==> src/rtl/adc_ctrl_pkg.sv <==
// Shared definitions for the ADC measurement controller: FSM state encoding,
// LED bar size and the reference/threshold defaults also used by the unit top.
package adc_ctrl_pkg;

  typedef enum logic [2:0] {
    ST_IDLE     = 3'd0,
    ST_CS_SETUP = 3'd1,
    ST_SHIFT    = 3'd2,
    ST_CS_HOLD  = 3'd3,
    ST_UPDATE   = 3'd4
  } adc_state_t;

  localparam int LED_COUNT   = 5;
  localparam int VREF_MV_DEF = 3300;
  localparam int TH_HI_DEF   = 200;
  localparam int TH_LO_DEF   = 100;

endpackage

==> src/rtl/adc_serial_rx.sv <==
// Serial ADC receiver: generates adclk (CLK_DIV clk cycles per half period,
// low half first) and shifts ADC_BITS bits in MSB-first. A start pulse begins a
// burst; done pulses in the last clk cycle of the burst while data is complete.
module adc_serial_rx #(
  parameter int ADC_BITS = 8,
  parameter int CLK_DIV  = 16
) (
  input  logic                clk,
  input  logic                rst,
  input  logic                start,
  input  logic                ad_in,
  output logic                adclk,
  output logic                done,
  output logic [ADC_BITS-1:0] data
);

  localparam int DIV_W = (CLK_DIV > 1) ? $clog2(CLK_DIV) : 1;
  localparam int BIT_W = (ADC_BITS > 1) ? $clog2(ADC_BITS) : 1;

  logic                busy;
  logic [DIV_W-1:0]    div_cnt;
  logic [BIT_W-1:0]    bit_cnt;
  logic [ADC_BITS-1:0] shreg;
  logic                half_end;

  assign half_end = busy && (div_cnt == DIV_W'(CLK_DIV - 1));
  assign done     = half_end && adclk && (bit_cnt == BIT_W'(ADC_BITS - 1));
  assign data     = shreg;

  // Divider and bit sequencing; a reset mid-burst drops adclk immediately.
  always_ff @(posedge clk) begin
    if (rst) begin
      busy    <= 1'b0;
      div_cnt <= '0;
      bit_cnt <= '0;
      adclk   <= 1'b0;
    end else if (start) begin
      busy    <= 1'b1;
      div_cnt <= '0;
      bit_cnt <= '0;
      adclk   <= 1'b0;
    end else if (half_end) begin
      div_cnt <= '0;
      if (!adclk) begin
        adclk <= 1'b1;
      end else begin
        adclk <= 1'b0;
        if (bit_cnt == BIT_W'(ADC_BITS - 1)) begin
          busy <= 1'b0;
        end else begin
          bit_cnt <= bit_cnt + 1'b1;
        end
      end
    end else if (busy) begin
      div_cnt <= div_cnt + 1'b1;
    end
  end

  // Capture ad_in on the clk edge where adclk rises; data path is not reset.
  always_ff @(posedge clk) begin
    if (half_end && !adclk) begin
      shreg <= {shreg[ADC_BITS-2:0], ad_in};
    end
  end

endmodule

==> src/rtl/adc_sample_sequencer.sv <==
// Periodic serial-ADC conversion controller: period counter with one-deep
// pending request, frame FSM (cs_n setup / shift / hold / update), millivolt
// scaling, K_1 relay hysteresis and a thermometer LED bar.
// Optional feature macro: ADC_AVG_EN (4-sample moving average of raw codes).
module adc_sample_sequencer
  import adc_ctrl_pkg::*;
#(
  parameter int ADC_BITS      = 8,
  parameter int CLK_DIV       = 16,
  parameter int SAMPLE_PERIOD = 50000,
  parameter int VREF_MV       = VREF_MV_DEF,
  parameter int TH_HI         = TH_HI_DEF,
  parameter int TH_LO         = TH_LO_DEF
) (
  input  logic                 clk,
  input  logic                 rst,
  input  logic                 ad_in,
  output logic                 adclk,
  output logic                 cs_n,
  output logic [ADC_BITS-1:0]  sample,
  output logic                 sample_valid,
  output logic [15:0]          volt,
  output logic                 K_1,
  output logic [LED_COUNT-1:0] led
);

  localparam int PER_W  = (SAMPLE_PERIOD > 1) ? $clog2(SAMPLE_PERIOD) : 1;
  localparam int PH_W   = (CLK_DIV > 1) ? $clog2(CLK_DIV) : 1;
  localparam int PROD_W = ADC_BITS + 32;

  function automatic logic [15:0] scale_mv(input logic [ADC_BITS-1:0] c);
    logic [PROD_W-1:0] prod;
    prod = PROD_W'(c) * PROD_W'($unsigned(VREF_MV));
    return prod[ADC_BITS +: 16];
  endfunction

  function automatic logic hyst(input logic [ADC_BITS-1:0] c, input logic cur);
    if (c >= ADC_BITS'(TH_HI))      return 1'b1;
    else if (c <= ADC_BITS'(TH_LO)) return 1'b0;
    else                            return cur;
  endfunction

  function automatic logic [LED_COUNT-1:0] led_bar(input logic [ADC_BITS-1:0] c);
    logic [2:0]           seg;
    logic [LED_COUNT-1:0] b;
    seg = c[ADC_BITS-1 -: 3];
    for (int i = 0; i < LED_COUNT; i++) b[i] = (int'(seg) >= i + 1);
    return b;
  endfunction

  adc_state_t          state, state_nxt;
  logic [PER_W-1:0]    per_cnt;
  logic [PH_W-1:0]     ph_cnt;
  logic                tick, pending, rx_start, rx_done, load;
  logic [ADC_BITS-1:0] rx_data, code_p0;

  assign tick = (per_cnt == PER_W'(SAMPLE_PERIOD - 1));
  assign load = (state == ST_CS_HOLD) && (state_nxt == ST_UPDATE);

  adc_serial_rx #(
    .ADC_BITS (ADC_BITS),
    .CLK_DIV  (CLK_DIV)
  ) u_rx (
    .clk   (clk),
    .rst   (rst),
    .start (rx_start),
    .ad_in (ad_in),
    .adclk (adclk),
    .done  (rx_done),
    .data  (rx_data)
  );

  // Free-running period counter.
  always_ff @(posedge clk) begin
    if (rst)       per_cnt <= '0;
    else if (tick) per_cnt <= '0;
    else           per_cnt <= per_cnt + 1'b1;
  end

  // State, phase counter, pending request and chip select registers.
  always_ff @(posedge clk) begin
    if (rst) begin
      state   <= ST_IDLE;
      ph_cnt  <= '0;
      pending <= 1'b0;
      cs_n    <= 1'b1;
    end else begin
      state   <= state_nxt;
      ph_cnt  <= (state_nxt != state) ? '0 : ph_cnt + 1'b1;
      if (state == ST_IDLE && state_nxt == ST_CS_SETUP) pending <= 1'b0;
      else if (tick && state != ST_IDLE)                pending <= 1'b1;
      cs_n    <= !(state_nxt == ST_CS_SETUP || state_nxt == ST_SHIFT);
    end
  end

  // Frame sequencing; the receiver is started on the last setup cycle.
  always_comb begin
    state_nxt = state;
    rx_start  = 1'b0;
    case (state)
      ST_IDLE:     if (tick || pending) state_nxt = ST_CS_SETUP;
      ST_CS_SETUP: if (ph_cnt == PH_W'(CLK_DIV - 1)) begin
                     rx_start  = 1'b1;
                     state_nxt = ST_SHIFT;
                   end
      ST_SHIFT:    if (rx_done) state_nxt = ST_CS_HOLD;
      ST_CS_HOLD:  if (ph_cnt == PH_W'(CLK_DIV - 1)) state_nxt = ST_UPDATE;
      ST_UPDATE:   state_nxt = ST_IDLE;
      default:     state_nxt = ST_IDLE;
    endcase
  end

`ifdef ADC_AVG_EN
  logic [ADC_BITS-1:0] hist_p0 [3];
  logic [ADC_BITS+1:0] sum_p0;

  assign sum_p0  = (ADC_BITS+2)'(rx_data) + (ADC_BITS+2)'(hist_p0[0]) +
                   (ADC_BITS+2)'(hist_p0[1]) + (ADC_BITS+2)'(hist_p0[2]);
  assign code_p0 = sum_p0[ADC_BITS+1:2];

  // History of the three previous raw codes, advanced once per frame.
  always_ff @(posedge clk) begin
    if (rst) begin
      for (int i = 0; i < 3; i++) hist_p0[i] <= '0;
    end else if (load) begin
      hist_p0[0] <= rx_data;
      hist_p0[1] <= hist_p0[0];
      hist_p0[2] <= hist_p0[1];
    end
  end
`else
  assign code_p0 = rx_data;
`endif

  // Output registers, all updated together with the sample_valid strobe.
  always_ff @(posedge clk) begin
    if (rst) begin
      sample_valid <= 1'b0;
      sample       <= '0;
      volt         <= '0;
      K_1          <= 1'b0;
      led          <= '0;
    end else begin
      sample_valid <= load;
      if (load) begin
        sample <= code_p0;
        volt   <= scale_mv(code_p0);
        K_1    <= hyst(code_p0, K_1);
        led    <= led_bar(code_p0);
      end
    end
  end

endmodule

==> config.mk <==
export PLATFORM = sky130hd
export DESIGN_NAME = adc_sample_sequencer
export DESIGN_NICKNAME = d
export VERILOG_FILES = /design/src/rtl/adc_ctrl_pkg.sv /design/src/rtl/adc_serial_rx.sv /design/src/rtl/adc_sample_sequencer.sv
export SDC_FILE = /design/constraint.sdc
export NUM_CORES = 1
export LEC_CHECK = 0
export CAP_MARGIN = 15
export CORE_ASPECT_RATIO = 2
export CORE_MARGIN = 2
export CORE_UTILIZATION = 38
export CTS_BUF_LIST = sky130_fd_sc_hd__clkbuf_4 sky130_fd_sc_hd__clkbuf_8
export CTS_CLUSTER_DIAMETER = 50
export DETAILED_ROUTE_END_ITERATION = 10
export PLACE_DENSITY = 0.58
export SLEW_MARGIN = 5
export SYNTH_ARGS = -nofsm -noshare
export SYNTH_HDL_FRONTEND = slang
export SYNTH_SLANG_ARGS = --single-unit
==> constraint.sdc <==
create_clock -name clk -period 5.2 [get_ports clk]
set_input_delay 1.04 -clock clk [delete_from_list [all_inputs] [get_ports clk]]
set_output_delay 1.04 -clock clk [all_outputs]
set_load 0.005 [all_outputs]
Figure 1. Signal wires by layer (run 1).
(2 px per um)
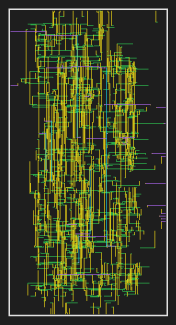
metal 4: drawn in cyan, wire length 233 um. metal 3: drawn in purple, wire length 232 um. metal 1: drawn in green, wire length 3100 um. metal 2: drawn in yellow, wire length 5220 um.

Figure 2. Signal wires on met3 (run 1).
(4 px per um)
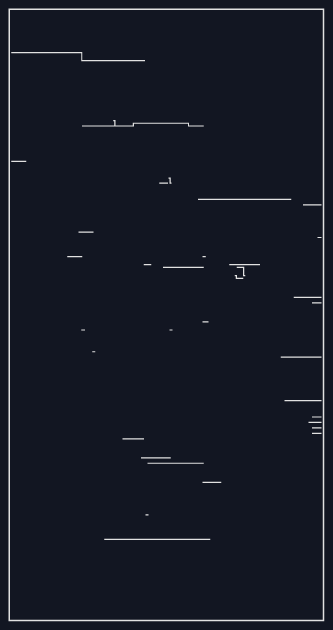
The layer holds 2.6% of the routed length. The wires run mostly horizontal. 24 nets have wire on it.
vias after detailed routing: 3190
met3 routing resource usage after global routing: 0.0290
total length of routed wires: 8780 um

Figure 3. The clock network (run 1).
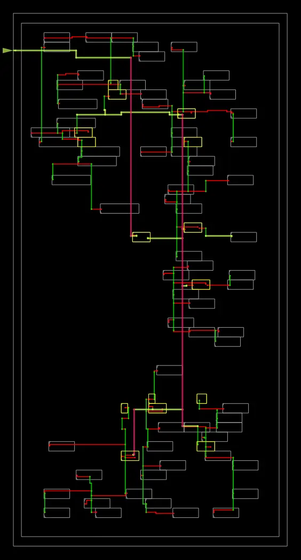
clock latency on the worst-skew pair: 0.35 ns
Clock net power: 398 uW
number of sinks driven by the clock tree: 69
Flop Count: 69

==> metrics.json, run 1 <==
{
  "timing.critical_path.to_type": {"value": "register"},
  "logic_area": {"value": 2520, "unit": "um2"},
  "post_synth_inst_count": {"value": 446},
  "synth.cellmix.adderShare": {"value": 0.240},
  "synth.area.top_cells": {"value": "dfxtp_1 29%, ha_1 16%, fa_1 8.1%"},
  "place.port_buffers": {"value": 31},
  "power.group.top": {"value": "sequential cells"},
  "pin_count_of_the_biggest_net_entering_global_routing": {"value": 39},
  "most_numerous_logic_cell_after_layout": {"value": "dfxtp_1"},
  "fin_setup_tns": {"value": 0, "unit": "ns"},
  "p_sw_frac": {"value": 0.216},
  "timing.setup.critical_path_class": {"value": "reg2reg"},
  "hold_end": {"value": "ph_cnt[0]"},
  "largest_reg_flops": {"value": 16},
  "ant_nets": {"value": 0},
  "post-route-drc-count": {"value": 0},
  "internal_power": {"value": 754, "unit": "uW"},
  "cp_top_family": {"value": "adder cells"},
  "die_w": {"value": 78.2, "unit": "um"},
  "synth_simple_gate_area_share": {"value": 0.181},
  "ir_worst_vdd": {"value": 0.000152, "unit": "V"},
  "areaGrowthSynthToFinish": {"value": 14.5, "unit": "%"},
  "flop_cell": {"value": "dfxtp_1"},
  "clk_pin_slew": {"value": 0.07, "unit": "ns"},
  "startpoint_class_of_the_critical_path": {"value": "register"},
  "post_drt_via_cell_ratio": {"value": 5.16},
  "cts_post_setup_buffers_inserted": {"value": 0},
  "comb_power_share": {"value": 0.020},
  "reg2regPathDepth": {"value": 13},
  "final_count_of_pins_violating_max_slew": {"value": 0},
  "chipHeight": {"value": 152, "unit": "um"},
  "finalWorstPathRequiredPeriod": {"value": 4.48, "unit": "ns"},
  "ff2ff_setup_slack": {"value": 0.72, "unit": "ns"},
  "tool_warnings": {"value": 37},
  "finClkSkew": {"value": 0.00762, "unit": "ns"},
  "floorplan.core_area": {"value": 10800, "unit": "um2"},
  "critical-path-slowest-cell": {"value": "fa_1"},
  "power_switching": {"value": 208, "unit": "uW"},
  "critPathRequiredTime": {"value": 5.44, "unit": "ns"},
  "synth.cellmix.compoundShare": {"value": 0.120},
  "timing.critical_path.cells": {"value": "fa_1 -> inv_1 -> fa_1 -> inv_1 -> fa_1 -> inv_1 -> fa_1 -> inv_1 -> ha_1 -> a21oi_1 -> a211oi_1 -> or3_1 -> a32o_1"},
  "post_synth_xor_area_fraction": {"value": 0.0481},
  "power_density": {"value": 201, "unit": "nW/um2"},
  "share_clk_of_total_power": {"value": 0.414},
  "crit-reg2reg-launch": {"value": "u_rx.data[5]"},
  "numCtsBuffers": {"value": 9},
  "worst_ep_arrival_time": {"value": 4.72, "unit": "ns"},
  "max-cap-violations": {"value": 0},
  "num_io_pins": {"value": 36},
  "synthMuxAreaShare": {"value": 0.00957},
  "synth_cell_type_count": {"value": 59},
  "synth-edff-count": {"value": 8},
  "report.final.setup_viol": {"value": 0},
  "largest_register": {"value": "per_cnt"},
  "timing.hold.worst.start": {"value": "ph_cnt[0]"},
  "n_diodes": {"value": 0},
  "post_synth.cell_area_avg": {"value": 9.38, "unit": "um2"},
  "synth_stat.cells": {"value": 446},
  "hold-path-cell-count": {"value": 1},
  "final_layout_size_suffix_gt1_frac": {"value": 0.0523},
  "timing.rr.end": {"value": "volt[9]"},
  "status": {"value": "finished clean"},
  "critical_path.n_buffers_inverters": {"value": 4},
  "power_in_combinational_cells": {"value": 19.2, "unit": "uW"},
  "numPlacedInstances": {"value": 603},
  "critPathMaxStageDelay": {"value": 0.62, "unit": "ns"},
  "final_hold_viol_count": {"value": 0},
  "synth_async_sr_flop_share": {"value": 0},
  "number_of_global_route_vias_before_repair": {"value": 3204}
}
-- run 1: layout make-up --
type                       instances  share of cell area
multi-input combinational        327               0.527
sequential                        69               0.305
timing repair buffer              33              0.0679
tap                              140              0.0366
clock buffer                      13              0.0347
inverter                          34              0.0266
clock inverter                     2             0.00209
-- run 1: kinds of logic after synthesis --
kind of cell    after synthesis
simple gates                148
compound gates               78
fa+ha+maj                    70
flops                        69
buf+inv                      53
xor+xnor                     23
mux                           4
other cells                   1
-- run 1: worst max-delay path by stage --
stage | start | cells past startpoint | to | slack, ns
after detailed placement | u_rx.data[5] | 13 | volt[9] | 0.71
final | u_rx.data[5] | 13 | volt[9] | 0.72
after CTS | u_rx.data[5] | 13 | volt[9] | 0.68
after global placement | u_rx.data[5] | 13 | volt[9] | 0.77
after global routing | u_rx.data[5] | 13 | volt[9] | 0.49
after floorplan | u_rx.data[5] | 13 | volt[9] | 1.00
-- run 1: metal layers --
metal	wire length, um	vias to the layer above	GRT usage
met1	3100	1532	0.151
li1	-	1598	-
met2	5220	44	0.312
met4	233	0	0.0685
met3	231	16	0.0290
met5	0	-	0
-- run 1: synth_stat cells (4+ instances only) --
master and number:
clkbuf_1 10, inv_1 34, ha_1 53, buf_4 4, xor2_1 11, or3_1 7
nand2_1 43, edfxtp_1 8, a211oi_1 5, nand4_1 9, fa_1 17, a21oi_1 31
o21ai_0 16, nor2_1 41, mux2i_1 4, dfxtp_1 61, and3_1 4, nor3_1 6
nand3_1 10, xnor2_1 12
-- run 1: stage by stage --
stage / instance area, um2 / util / setup slack [ns]
after floorplan: 4200 / - / 1.00
after global placement: 4610 / 0.427 / 0.769
after detailed placement: 4610 / 0.427 / 0.714
after CTS: 4790 / 0.443 / 0.678
after global routing: 4790 / 0.443 / 0.489
final: 4790 / 0.443 / 0.717
==> inputs of run 2 (changes only) <==
--- a/config.mk
+++ b/config.mk
@@ -13,5 +13,7 @@
 export CTS_CLUSTER_DIAMETER = 50
 export DETAILED_ROUTE_END_ITERATION = 10
+export MAX_ROUTING_LAYER = met4
 export PLACE_DENSITY = 0.58
+export SKIP_LAST_GASP = 1
 export SLEW_MARGIN = 5
 export SYNTH_ARGS = -nofsm -noshare
==> constraint.sdc (replaced) <==
create_clock -name clk -period 5.2 [get_ports clk]
set_input_delay 1.56 -clock clk [delete_from_list [all_inputs] [get_ports clk]]
set_output_delay 1.56 -clock clk [all_outputs]
set_load 0.005 [all_outputs]
Figure 4. The clock network (run 2).
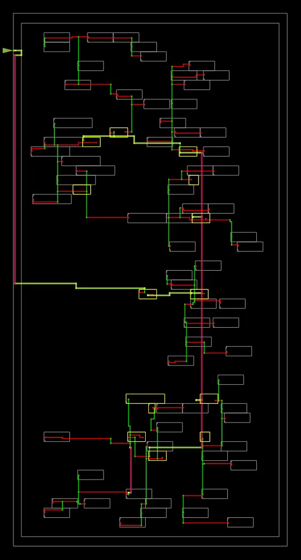
number of buffers created by CTS: 9
tally of clock buffers in the finished layout: 12
clk_skew: 0.00956 ns

Figure 5. Routed clock nets over the placement (run 2).
(4 px per um)
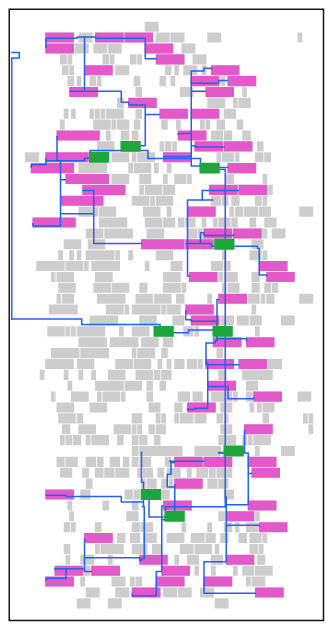
flip-flops: drawn in magenta, count 69. clock drivers: drawn in green, count 9. clock wires: drawn in blue, length 941 um.
Position of the flops: widely spread.
Clk network pwr share: 0.433
clock latency on the worst-skew pair: 0.34 ns
Clock net power: 429 uW

==> metrics.json, run 2 <==
{
  "status": {"value": "finished clean", "change": "unchanged"},
  "layout.core_utilization": {"value": 0.444, "change": "was 0.443"},
  "m2_gr_usage": {"value": 0.303, "change": "was 0.312"},
  "globalRouteOverflowTotal": {"value": 0, "change": "unchanged"},
  "ys.warnings.count": {"value": 0, "change": "unchanged"},
  "floorplan.core_area": {"value": 10800, "unit": "um2", "change": "unchanged"},
  "ir_worst_vdd": {"value": 0.000165, "unit": "V", "change": "was 0.000152 V"},
  "finalWorstPathRequiredPeriod": {"value": 4.48, "unit": "ns", "change": "about the same"},
  "post_synth.cell_area_avg": {"value": 9.38, "unit": "um2", "change": "unchanged"},
  "timing.critical_path.to_type": {"value": "register", "change": "unchanged"},
  "final_critical_path_setup_slack": {"value": 0.715, "unit": "ns", "change": "was 0.717 ns"},
  "place.port_buffers": {"value": 31, "change": "unchanged"},
  "finish.net_count": {"value": 547, "change": "unchanged"},
  "antenna_violations_before_repair": {"value": 0, "change": "unchanged"},
  "num_io_pins": {"value": 36, "change": "unchanged"},
  "tool_warnings": {"value": 37, "change": "unchanged"},
  "crit-reg2reg-launch": {"value": "u_rx.data[5]", "change": "unchanged"},
  "hold_end": {"value": "per_cnt[0]", "change": "was ph_cnt[0]"},
  "ff2ff_setup_slack": {"value": 0.72, "unit": "ns", "change": "about the same"},
  "fin_setup_tns": {"value": 0, "unit": "ns", "change": "unchanged"},
  "max-cap-violations": {"value": 0, "change": "unchanged"},
  "drt-pass1-iter-count": {"value": 4, "change": "was 5"},
  "startpoint_class_of_the_critical_path": {"value": "register", "change": "unchanged"},
  "numPlacedInstances": {"value": 603, "change": "unchanged"},
  "cts_post_setup_buffers_inserted": {"value": 0, "change": "unchanged"},
  "place_ws": {"value": 0.728, "unit": "ns", "change": "was 0.714 ns"},
  "post_drt_via_cell_ratio": {"value": 5.13, "change": "was 5.16"},
  "report.final.setup_viol": {"value": 0, "change": "unchanged"},
  "areaGrowthSynthToFinish": {"value": 14.7, "unit": "%", "change": "was 14.5%"},
  "min-delay-path-class": {"value": "reg2reg", "change": "unchanged"},
  "met3_usage": {"value": 0.0302, "change": "was 0.0290"},
  "synth_stat.cells": {"value": 446, "change": "unchanged"},
  "synth.top_cells.by_count": {"value": "61 x dfxtp_1, 53 x ha_1, 43 x nand2_1", "change": "unchanged"},
  "timing.rr.end": {"value": "volt[9]", "change": "unchanged"},
  "number_of_global_route_vias_before_repair": {"value": 3284, "change": "was 3204"},
  "power_density": {"value": 207, "unit": "nW/um2", "change": "was 201 nW/um2"},
  "regArea": {"value": 1460, "unit": "um2", "change": "unchanged"},
  "worst_ep_arrival_time": {"value": 4.71, "unit": "ns", "change": "was 4.72 ns"},
  "worst-path-max-fanout": {"value": 12, "change": "unchanged"},
  "grt-busiest-layer": {"value": "met2", "change": "unchanged"},
  "track_usage": {"value": 0.164, "change": "was 0.158"},
  "cts_tree": {"value": "yes", "change": "unchanged"},
  "synth.area.top_cells": {"value": "dfxtp_1 29%, ha_1 16%, fa_1 8.1%", "change": "unchanged"},
  "total_length_of_routed_wires": {"value": 8880, "unit": "um", "change": "was 8780 um"},
  "largest_register": {"value": "per_cnt", "change": "unchanged"},
  "final_hold_viol_count": {"value": 0, "change": "unchanged"},
  "reg2regPathDepth": {"value": 13, "change": "unchanged"},
  "finish.instance_area": {"value": 4800, "unit": "um2", "change": "was 4790 um2"},
  "placedInstanceArea": {"value": 4610, "unit": "um2", "change": "unchanged"},
  "critPathRequiredTime": {"value": 5.43, "unit": "ns", "change": "was 5.44 ns"},
  "timing.hold.worst.start": {"value": "per_cnt[0]", "change": "was ph_cnt[0]"},
  "hold-path-cell-count": {"value": 1, "change": "unchanged"},
  "flop_cell": {"value": "dfxtp_1", "change": "unchanged"},
  "netlist.top_cell.by_instances": {"value": "dfxtp_1", "change": "unchanged"},
  "n_diodes": {"value": 0, "change": "unchanged"},
  "synth_async_sr_flop_share": {"value": 0, "change": "unchanged"},
  "num_vias": {"value": 3166, "change": "was 3190"},
  "tritoncts_num_sinks": {"value": 69, "change": "unchanged"},
  "die_area": {"value": 11900, "unit": "um2", "change": "unchanged"},
  "post-route-drc-count": {"value": 0, "change": "unchanged"},
  "mappedNetlistArea": {"value": 4190, "unit": "um2", "change": "unchanged"},
  "clk_pin_slew": {"value": 0.07, "unit": "ns", "change": "about the same"},
  "timing.setup.critical_path_class": {"value": "reg2reg", "change": "unchanged"},
  "largest_reg_flops": {"value": 16, "change": "unchanged"},
  "chipHeight": {"value": 152, "unit": "um", "change": "unchanged"},
  "fin_worst_hold_slack": {"value": 0.443, "unit": "ns", "change": "was 0.444 ns"},
  "post_synth_inst_count": {"value": 446, "change": "unchanged"},
  "die_w": {"value": 78.2, "unit": "um", "change": "unchanged"},
  "final_layout_size_suffix_gt1_frac": {"value": 0.0503, "change": "was 0.0523"},
  "global_route.usage.met1": {"value": 0.152, "change": "was 0.151"},
  "logic_area": {"value": 2520, "unit": "um2", "change": "unchanged"},
  "grt_first_pass_wirelength": {"value": 15000, "unit": "um", "change": "was 14800 um"},
  "synth-edff-count": {"value": 8, "change": "unchanged"},
  "ant_nets": {"value": 0, "change": "unchanged"},
  "synth_cell_type_count": {"value": 59, "change": "unchanged"},
  "pin_count_of_the_biggest_net_entering_global_routing": {"value": 37, "change": "was 39"},
  "final_count_of_pins_violating_max_slew": {"value": 0, "change": "unchanged"}
}
Figure 6. Selected gate families (run 2).
(2 px per um)
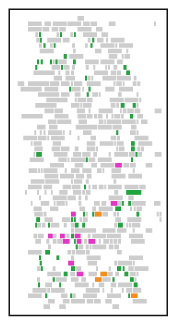
AND-OR and OR-AND gates: drawn in magenta, cells 11, where bottom centre. multiplexers: drawn in orange, cells 4, where bottom centre. NAND gates: drawn in green, cells 70.
share of cell area taken by multi-input logic gates: 0.526
most numerous logic cell after layout: dfxtp_1
post-route non-filler standard cell count: 617

run 2: netlist changes by cell type in the layout (fill, tap and decap cells not counted), sizes merged:
cell / change
bufinv: +1
clkinv: -1
clkbuf: -1
run 2: how the worst max path moves through the flow:
stage,start,endpoint,slack [ns]
after floorplan,u_rx.data[5],volt[9],1.00
after global placement,u_rx.data[5],volt[9],0.78
after detailed placement,u_rx.data[5],volt[9],0.73
after CTS,u_rx.data[5],volt[9],0.70
after global routing,u_rx.data[5],volt[7],0.50
final,u_rx.data[5],volt[9],0.72
run 2: report_power, final:
part / internal, mW / switching, mW
registers: 0.541 / 0.00289
logic: 0.00677 / 0.0121
clock network: 0.239 / 0.190
run 2: layout make-up:
type | instances | area share
timing repair buffer | 33 | 0.0677
clock buffer | 12 | 0.0318
tap | 140 | 0.0365
inverter | 34 | 0.0266
multi-input combinational | 327 | 0.526
clock inverter | 2 | 0.00730
sequential | 69 | 0.304
run 2: logic make-up (layout without fill, tap and decap cells):
logic type      Yosys count  after routing  synth area share
mux                       4              4           0.00957
xor+xnor                 23             23            0.0481
other cells               1              4          0.000896
flops                    69             69             0.349
buf+inv                  53             81            0.0517
simple gates            148            148             0.181
compound gates           78             78             0.120
fa+ha+maj                70             70             0.240
run 2: critical path, cell delays in order (launching register included):
cell and delay (ns):
edfxtp_1 0.60, fa_1 0.60, inv_1 0.05, fa_1 0.52, inv_1 0.06, fa_1 0.49, inv_1 0.06, fa_1 0.53
inv_1 0.04, ha_1 0.34, a21oi_1 0.33, a211oi_1 0.14, or3_1 0.37, a32o_1 0.25
run 2: metal layers:
layer	part of all wire	wire length (um)	vias up
met2	0.57	5100	44
met5	0	0	-
met1	0.36	3180	1510
li1	-	-	1587
met3	0.024	210	25
met4	0.044	392	0
==> inputs of run 3 (changes only) <==
HOLD_SLACK_MARGIN = 0.05   (was default)
Figure 7. Selected gate families (run 3).
(2 px per um)
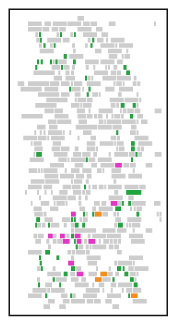
multiplexers: drawn in orange, cells 4, where bottom centre. AND-OR and OR-AND gates: drawn in magenta, cells 11, where bottom centre. NAND gates: drawn in green, cells 70.

Figure 8. Signal wires by layer (run 3).
(2 px per um)
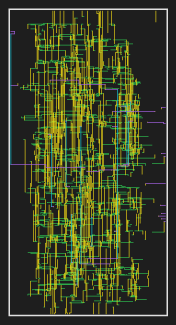
metal 3: drawn in purple, wire length 211 um. metal 4: drawn in cyan, wire length 392 um. metal 2: drawn in yellow, wire length 5100 um. metal 1: drawn in green, wire length 3180 um.

==> metrics.json, run 3 <==
{
  "max-cap-violations": {"value": 0, "change": "unchanged"},
  "global_route.usage.met1": {"value": 0.152, "change": "unchanged"},
  "power.group.top": {"value": "sequential cells", "change": "unchanged"},
  "ir_worst_vdd": {"value": 0.000165, "unit": "V", "change": "unchanged"},
  "met3_usage": {"value": 0.0302, "change": "unchanged"},
  "power_density": {"value": 207, "unit": "nW/um2", "change": "unchanged"},
  "clk_pin_slew": {"value": 0.07, "unit": "ns", "change": "about the same"},
  "cts_post_setup_buffers_inserted": {"value": 0, "change": "unchanged"},
  "largest_reg_flops": {"value": 16, "change": "unchanged"},
  "final_count_of_pins_violating_max_slew": {"value": 0, "change": "unchanged"},
  "die_w": {"value": 78.2, "unit": "um", "change": "unchanged"},
  "place_ws": {"value": 0.728, "unit": "ns", "change": "unchanged"},
  "pin_count_of_the_biggest_net_entering_global_routing": {"value": 37, "change": "unchanged"},
  "finish.instance_area": {"value": 4800, "unit": "um2", "change": "unchanged"},
  "report.final.setup_viol": {"value": 0, "change": "unchanged"},
  "seq_power": {"value": 544, "unit": "uW", "change": "about the same"},
  "synth-edff-count": {"value": 8, "change": "unchanged"},
  "synth_cell_type_count": {"value": 59, "change": "unchanged"},
  "power_switching": {"value": 205, "unit": "uW", "change": "unchanged"},
  "post_drt_via_cell_ratio": {"value": 5.13, "change": "unchanged"},
  "numCtsBuffers": {"value": 9, "change": "unchanged"},
  "fin_setup_tns": {"value": 0, "unit": "ns", "change": "unchanged"},
  "post_synth.cell_area_avg": {"value": 9.38, "unit": "um2", "change": "unchanged"},
  "crit_start": {"value": "u_rx.data[5]", "change": "unchanged"},
  "finish.net_count": {"value": 547, "change": "unchanged"},
  "p_sw_frac": {"value": 0.206, "change": "unchanged"},
  "ant_nets": {"value": 0, "change": "unchanged"},
  "timing.setup.critical_path_class": {"value": "reg2reg", "change": "unchanged"},
  "post-route-drc-count": {"value": 0, "change": "unchanged"},
  "worst_ep_arrival_time": {"value": 4.71, "unit": "ns", "change": "about the same"},
  "power_in_combinational_cells": {"value": 18.9, "unit": "uW", "change": "about the same"},
  "ys.warnings.count": {"value": 0, "change": "unchanged"},
  "final_hold_viol_count": {"value": 0, "change": "unchanged"},
  "startpoint_class_of_the_critical_path": {"value": "register", "change": "unchanged"},
  "total_length_of_routed_wires": {"value": 8880, "unit": "um", "change": "unchanged"},
  "num_io_pins": {"value": 36, "change": "unchanged"},
  "worst-path-max-fanout": {"value": 12, "change": "unchanged"},
  "number_of_global_route_vias_before_repair": {"value": 3284, "change": "unchanged"},
  "antenna_violations_before_repair": {"value": 0, "change": "unchanged"},
  "areaGrowthSynthToFinish": {"value": 14.7, "unit": "%", "change": "unchanged"},
  "flop_cell": {"value": "dfxtp_1", "change": "unchanged"},
  "power.sequential.fraction": {"value": 0.548, "change": "about the same"},
  "synth_stat.cells": {"value": 446, "change": "unchanged"},
  "synth.top_cells.by_count": {"value": "61 x dfxtp_1, 53 x ha_1, 43 x nand2_1", "change": "unchanged"},
  "internal_power": {"value": 787, "unit": "uW", "change": "unchanged"},
  "cts_tree": {"value": "yes", "change": "unchanged"},
  "mappedNetlistArea": {"value": 4190, "unit": "um2", "change": "unchanged"},
  "fin_worst_hold_slack": {"value": 0.443, "unit": "ns", "change": "unchanged"},
  "timing.critical_path.to_type": {"value": "register", "change": "unchanged"},
  "finalWorstPathRequiredPeriod": {"value": 4.48, "unit": "ns", "change": "unchanged"},
  "status": {"value": "finished clean", "change": "unchanged"},
  "track_usage": {"value": 0.164, "change": "unchanged"},
  "critPathRequiredTime": {"value": 5.43, "unit": "ns", "change": "about the same"},
  "die_area": {"value": 11900, "unit": "um2", "change": "unchanged"},
  "m2_gr_usage": {"value": 0.303, "change": "unchanged"},
  "min-delay-path-class": {"value": "reg2reg", "change": "unchanged"},
  "largest_register": {"value": "per_cnt", "change": "unchanged"},
  "final_layout_size_suffix_gt1_frac": {"value": 0.0503, "change": "unchanged"},
  "finClkSkew": {"value": 0.00956, "unit": "ns", "change": "unchanged"},
  "netlist.top_cell.by_instances": {"value": "dfxtp_1", "change": "unchanged"},
  "tritoncts_num_sinks": {"value": 69, "change": "unchanged"},
  "placedInstanceArea": {"value": 4610, "unit": "um2", "change": "unchanged"},
  "tool_warnings": {"value": 37, "change": "unchanged"},
  "post_synth_inst_count": {"value": 446, "change": "unchanged"},
  "grt_first_pass_wirelength": {"value": 15000, "unit": "um", "change": "unchanged"},
  "timing.hold.worst.start": {"value": "per_cnt[0]", "change": "unchanged"},
  "n_diodes": {"value": 0, "change": "unchanged"},
  "drt-pass1-iter-count": {"value": 4, "change": "unchanged"},
  "share_clk_of_total_power": {"value": 0.433, "change": "about the same"},
  "final_critical_path_setup_slack": {"value": 0.715, "unit": "ns", "change": "unchanged"},
  "place.port_buffers": {"value": 31, "change": "unchanged"},
  "crit-reg2reg-launch": {"value": "u_rx.data[5]", "change": "unchanged"}
}
Figure 9. Signal wires on met3 (run 3).
(4 px per um)
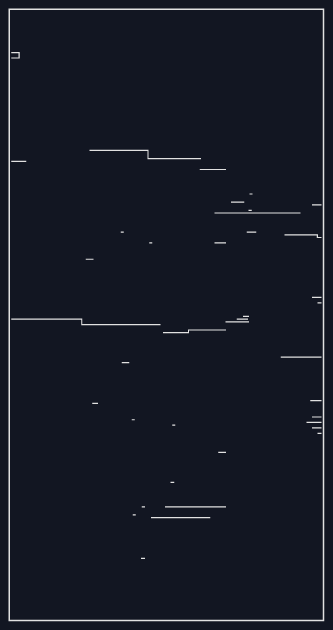
23 nets have wire on it. The longest straight run is 21.2 um. The layer holds 2.4% of the routed length. The layer carries 211 um of wire.

run 3: through the flow:
stage / instances / util
after floorplan: 449 / -
after global placement: 603 / 0.427
after detailed placement: 603 / 0.427
after CTS: 617 / 0.444
after global routing: 617 / 0.444
final: 617 / 0.444
run 3: area by class of cell:
cell class | instances | area [um2]
clock buffers | 12 | 153
clock inverters | 2 | 35.0
fillers | 1111 | 6010
inverters | 34 | 128
multi-input cells | 327 | 2520
flip-flops and latches | 69 | 1460
well taps | 140 | 175
repair buffers | 33 | 325
run 3: critical path, stage by stage (launching register included):
cell and delay (ns):
edfxtp_1 0.60, fa_1 0.60, inv_1 0.05, fa_1 0.52, inv_1 0.06, fa_1 0.49, inv_1 0.06, fa_1 0.53
inv_1 0.04, ha_1 0.34, a21oi_1 0.33, a211oi_1 0.14, or3_1 0.37, a32o_1 0.25
run 3: metal layers:
| metal | wire length (um) | share of wire |
|---|---|---|
| met2 | 5100 | 0.57 |
| met5 | 0 | 0 |
| met4 | 392 | 0.044 |
| met1 | 3180 | 0.36 |
| met3 | 210 | 0.024 |
run 3: worst paths after layout:
check	depth (start not counted)	slack [ns]	end
hold reg to reg	1	0.44	per_cnt[0]
setup reg to reg	13	0.72	volt[9]
hold / removal	1	0.44	per_cnt[0]
setup / recovery	13	0.72	volt[9]
run 3: cells by family (layout without fill, tap and decap cells):
logic type | Yosys count | after routing | synth area share
xor+xnor | 23 | 23 | 0.0481
compound gates | 78 | 78 | 0.120
simple gates | 148 | 148 | 0.181
buf+inv | 53 | 81 | 0.0517
other cells | 1 | 4 | 0.000896
flops | 69 | 69 | 0.349
mux | 4 | 4 | 0.00957
fa+ha+maj | 70 | 70 | 0.240
Power and IR drop assume default switching activity.
